$ cat src/rtl/iq_magnitude_cordic_if.sv
// I/Q sample in, magnitude out: two valid/ready streams.
// master drives samples and out_ready; slave is the CORDIC engine.
interface iq_magnitude_cordic_if;
  logic signed [15:0] i_in;
  logic signed [15:0] q_in;
  logic               in_valid;
  logic               in_ready;
  logic [16:0]        mag_out;
  logic               out_valid;
  logic               out_ready;

  modport master (
    output i_in, q_in, in_valid, out_ready,
    input  in_ready, mag_out, out_valid
  );

  modport slave (
    input  i_in, q_in, in_valid, out_ready,
    output in_ready, mag_out, out_valid
  );
endinterface

$ cat src/rtl/iq_magnitude_cordic.sv
// Iterative CORDIC vectoring: Q15 I/Q pair -> magnitude, one rotation per clock.
// Ports: clk, rst_n (async, active low), bus (slave: i/q in, mag out, handshakes).
module iq_magnitude_cordic #(
  parameter int ITER = 14,
  parameter int GW   = 2
) (
  input logic             clk,
  input logic             rst_n,
  iq_magnitude_cordic_if.slave bus
);

  localparam int W  = 19 + GW;
  localparam int PW = W + 16;
  localparam int KW = $clog2(ITER + 1);

  localparam logic signed [PW-1:0] KINV = PW'(19898);
  localparam logic signed [PW-1:0] RND  = PW'(1) <<< (14 + GW);
  localparam logic signed [PW-1:0] MAXM = PW'(131071);

  typedef enum logic [2:0] {
    IDLE, PREP, ITERATE, SCALE, DONE
  } state_t;

  state_t               state_q, state_d;
  logic signed [15:0]   i_q, i_d;
  logic signed [15:0]   q_q, q_d;
  logic signed [W-1:0]  x_q, x_d;
  logic signed [W-1:0]  y_q, y_d;
  logic [KW-1:0]        k_q, k_d;
  logic [16:0]          mag_q, mag_d;
  logic                 ov_q, ov_d;

  logic signed [16:0]   i_ext, i_abs;
  logic signed [W-1:0]  x_sh, y_sh;
  logic signed [W-1:0]  x_upd, y_upd;
  logic signed [PW-1:0] p, rnd, sc;
  logic [16:0]          sat;

  // |-32768| needs the 17th bit
  assign i_ext = {i_q[15], i_q};
  assign i_abs = i_q[15] ? -i_ext : i_ext;

  assign x_sh = x_q >>> k_q;
  assign y_sh = y_q >>> k_q;

  // one adder pair; direction chosen by sign of y
  assign x_upd = y_q[W-1] ? x_q - y_sh : x_q + y_sh;
  assign y_upd = y_q[W-1] ? y_q + x_sh : y_q - x_sh;

  // undo CORDIC gain, drop guard/Q15 bits, round half up
  assign p   = PW'(x_q) * KINV;
  assign rnd = p + RND;
  assign sc  = rnd >>> (15 + GW);

  always_comb begin
    sat = '0;
    if (sc < 0)
      sat = '0;
    else if (sc > MAXM)
      sat = 17'h1ffff;
    else
      sat = sc[16:0];
  end

  always_comb begin
    state_d = state_q;
    i_d     = i_q;
    q_d     = q_q;
    x_d     = x_q;
    y_d     = y_q;
    k_d     = k_q;
    mag_d   = mag_q;
    ov_d    = ov_q;
    unique case (state_q)
      IDLE: begin
        if (bus.in_valid) begin
          i_d     = bus.i_in;
          q_d     = bus.q_in;
          state_d = PREP;
        end
      end
      PREP: begin
        x_d     = W'(i_abs) <<< GW;
        y_d     = W'(q_q) <<< GW;
        k_d     = '0;
        state_d = ITERATE;
      end
      ITERATE: begin
        x_d = x_upd;
        y_d = y_upd;
        if (k_q == KW'(ITER - 1))
          state_d = SCALE;
        else
          k_d = k_q + 1'b1;
      end
      SCALE: begin
        mag_d   = sat;
        ov_d    = 1'b1;
        state_d = DONE;
      end
      DONE: begin
        if (bus.out_ready) begin
          ov_d    = 1'b0;
          state_d = IDLE;
        end
      end
      default: state_d = IDLE;
    endcase
  end

  always_ff @(posedge clk or negedge rst_n) begin
    if (!rst_n) begin
      state_q <= IDLE;
      i_q     <= '0;
      q_q     <= '0;
      x_q     <= '0;
      y_q     <= '0;
      k_q     <= '0;
      mag_q   <= '0;
      ov_q    <= 1'b0;
    end else begin
      state_q <= state_d;
      i_q     <= i_d;
      q_q     <= q_d;
      x_q     <= x_d;
      y_q     <= y_d;
      k_q     <= k_d;
      mag_q   <= mag_d;
      ov_q    <= ov_d;
    end
  end

  assign bus.in_ready  = (state_q == IDLE);
  assign bus.mag_out   = mag_q;
  assign bus.out_valid = ov_q;

endmodule

$ cat src/flat_wrapper.sv
// flat-port wrapper written by rule: the top's interface ports become plain ports
module iq_magnitude_cordic_flat 
#(
  parameter int ITER = 14,
  parameter int GW   = 2
)
  (clk, rst_n, bus_i_in, bus_q_in, bus_in_valid, bus_out_ready, bus_in_ready, bus_mag_out, bus_out_valid);
  iq_magnitude_cordic_if bus_i ();
  input logic clk;
  input logic rst_n;
  input wire logic [$bits(bus_i.i_in)-1:0] bus_i_in;
  input wire logic [$bits(bus_i.q_in)-1:0] bus_q_in;
  input wire logic [$bits(bus_i.in_valid)-1:0] bus_in_valid;
  input wire logic [$bits(bus_i.out_ready)-1:0] bus_out_ready;
  output wire logic [$bits(bus_i.in_ready)-1:0] bus_in_ready;
  output wire logic [$bits(bus_i.mag_out)-1:0] bus_mag_out;
  output wire logic [$bits(bus_i.out_valid)-1:0] bus_out_valid;
  assign bus_i.i_in = bus_i_in;
  assign bus_i.q_in = bus_q_in;
  assign bus_i.in_valid = bus_in_valid;
  assign bus_i.out_ready = bus_out_ready;
  assign bus_in_ready = bus_i.in_ready;
  assign bus_mag_out = bus_i.mag_out;
  assign bus_out_valid = bus_i.out_valid;
  iq_magnitude_cordic #(.ITER(ITER), .GW(GW)) u_core (.clk(clk), .rst_n(rst_n), .bus(bus_i));
endmodule
$ cat config.mk
export PLATFORM = sky130hd
export DESIGN_NAME = iq_magnitude_cordic_flat
export DESIGN_NICKNAME = d
export VERILOG_FILES = /design/src/rtl/iq_magnitude_cordic_if.sv /design/src/rtl/iq_magnitude_cordic.sv /design/src/flat_wrapper.sv
export SDC_FILE = /design/constraint.sdc
export NUM_CORES = 1
export LEC_CHECK = 0
export CAP_MARGIN = 20
export CELL_PAD_IN_SITES_DETAIL_PLACEMENT = 1
export CELL_PAD_IN_SITES_GLOBAL_PLACEMENT = 2
export CORE_MARGIN = 2
export CORE_UTILIZATION = 42
export CTS_BUF_LIST = sky130_fd_sc_hd__clkbuf_2 sky130_fd_sc_hd__clkbuf_4 sky130_fd_sc_hd__clkbuf_8
export CTS_CLUSTER_SIZE = 8
export DETAILED_ROUTE_END_ITERATION = 12
export PLACE_DENSITY = 0.95
export SLEW_MARGIN = 40
export SYNTH_ARGS = -nofsm -noshare
export SYNTH_HDL_FRONTEND = slang
export SYNTH_SLANG_ARGS = --single-unit
$ cat constraint.sdc
create_clock -name clk -period 8 [get_ports clk]
set_clock_uncertainty 0.05 [all_clocks]
set_input_delay 1.6 -clock clk [delete_from_list [all_inputs] [get_ports clk]]
set_output_delay 1.6 -clock clk [all_outputs]
set_load 0.02 [all_outputs]
==> images/gate_families.png <==
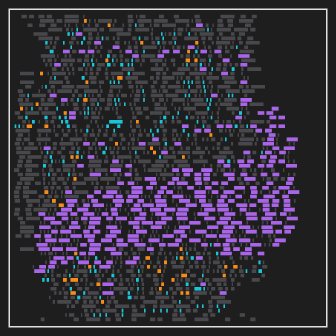
colour	family	cells
orange	AND and OR gates	51
purple	adder and majority cells	310
cyan	NOR gates	171

==> images/registers.png <==
The bar under the picture is 50 um long.
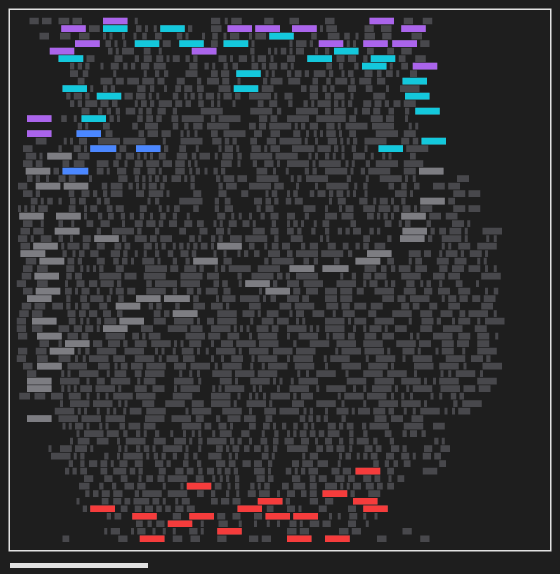
colour	name in the netlist	placed flops
red	u_core.bus.mag_out	17
cyan	u_core.y_q	21
blue	u_core.k_q	4
purple	u_core.q_q	16

==> impl_metrics.toml <==
# yosys + openroad results
[min_path]
hp-start = "u_core.bus.mag_out[10]"
hold_path_depth = 2
hold_end = "u_core.bus.mag_out[10]"

[logic_synthesis]
synth_adder_area_share_pct = 31.5
synthAoiAreaFrac_pct = 15.9
ys_sh_xor_pct = 6.52
common_cells = "inv_1, ha_1, fa_1"
yosys.area.top_type = "fa_1"
simple_gate_area_share_pct = 12.2
yosys-stat-area_mm2 = 0.0154
synth_cells = 1673
ys.warnings.count = 0

[clock_network]
htree_num_levels = 3
hold_buffers = 0
cts_tree = "yes"
ctsLongestPathBuffers = 2
cts_sinks = 99
ctsResizeCount = 0

[worst_setup_path]
slowest_stage = "or4b_4"
timing.rr.start = "u_core.x_q[15]"
critPathKind = "reg -> reg"
cp-startpoint = "u_core.x_q[15]"
r2r_cells = 23
reg2reg_slack_ns = 0.29
critical-path-top-delay-family = "adder cells"

[finish]
syn2layout_area_growth_pct = 8.96
fillCellCount = 4198
comb_share_pct = 70.9
post-route-util_pct = 46.2
logic_area_mm2 = 0.0119
fin_nets = 2059

[global_route]
grt_max_degree = 75

[final_timing]
holdWs_ns = 0.456
setup_slack_ns = 0.294
finalSetupViolCount = 0

[route]
wl_met1_um = 21100
top_layer = "met5"
via_count = 12900

[die]
pin_count = 55
tap_cells = 468
core_area_mm2 = 0.0364
fp.dieW_um = 196

[placed_design]
numPortBuffers = 54

[outcome]
status = "completed"
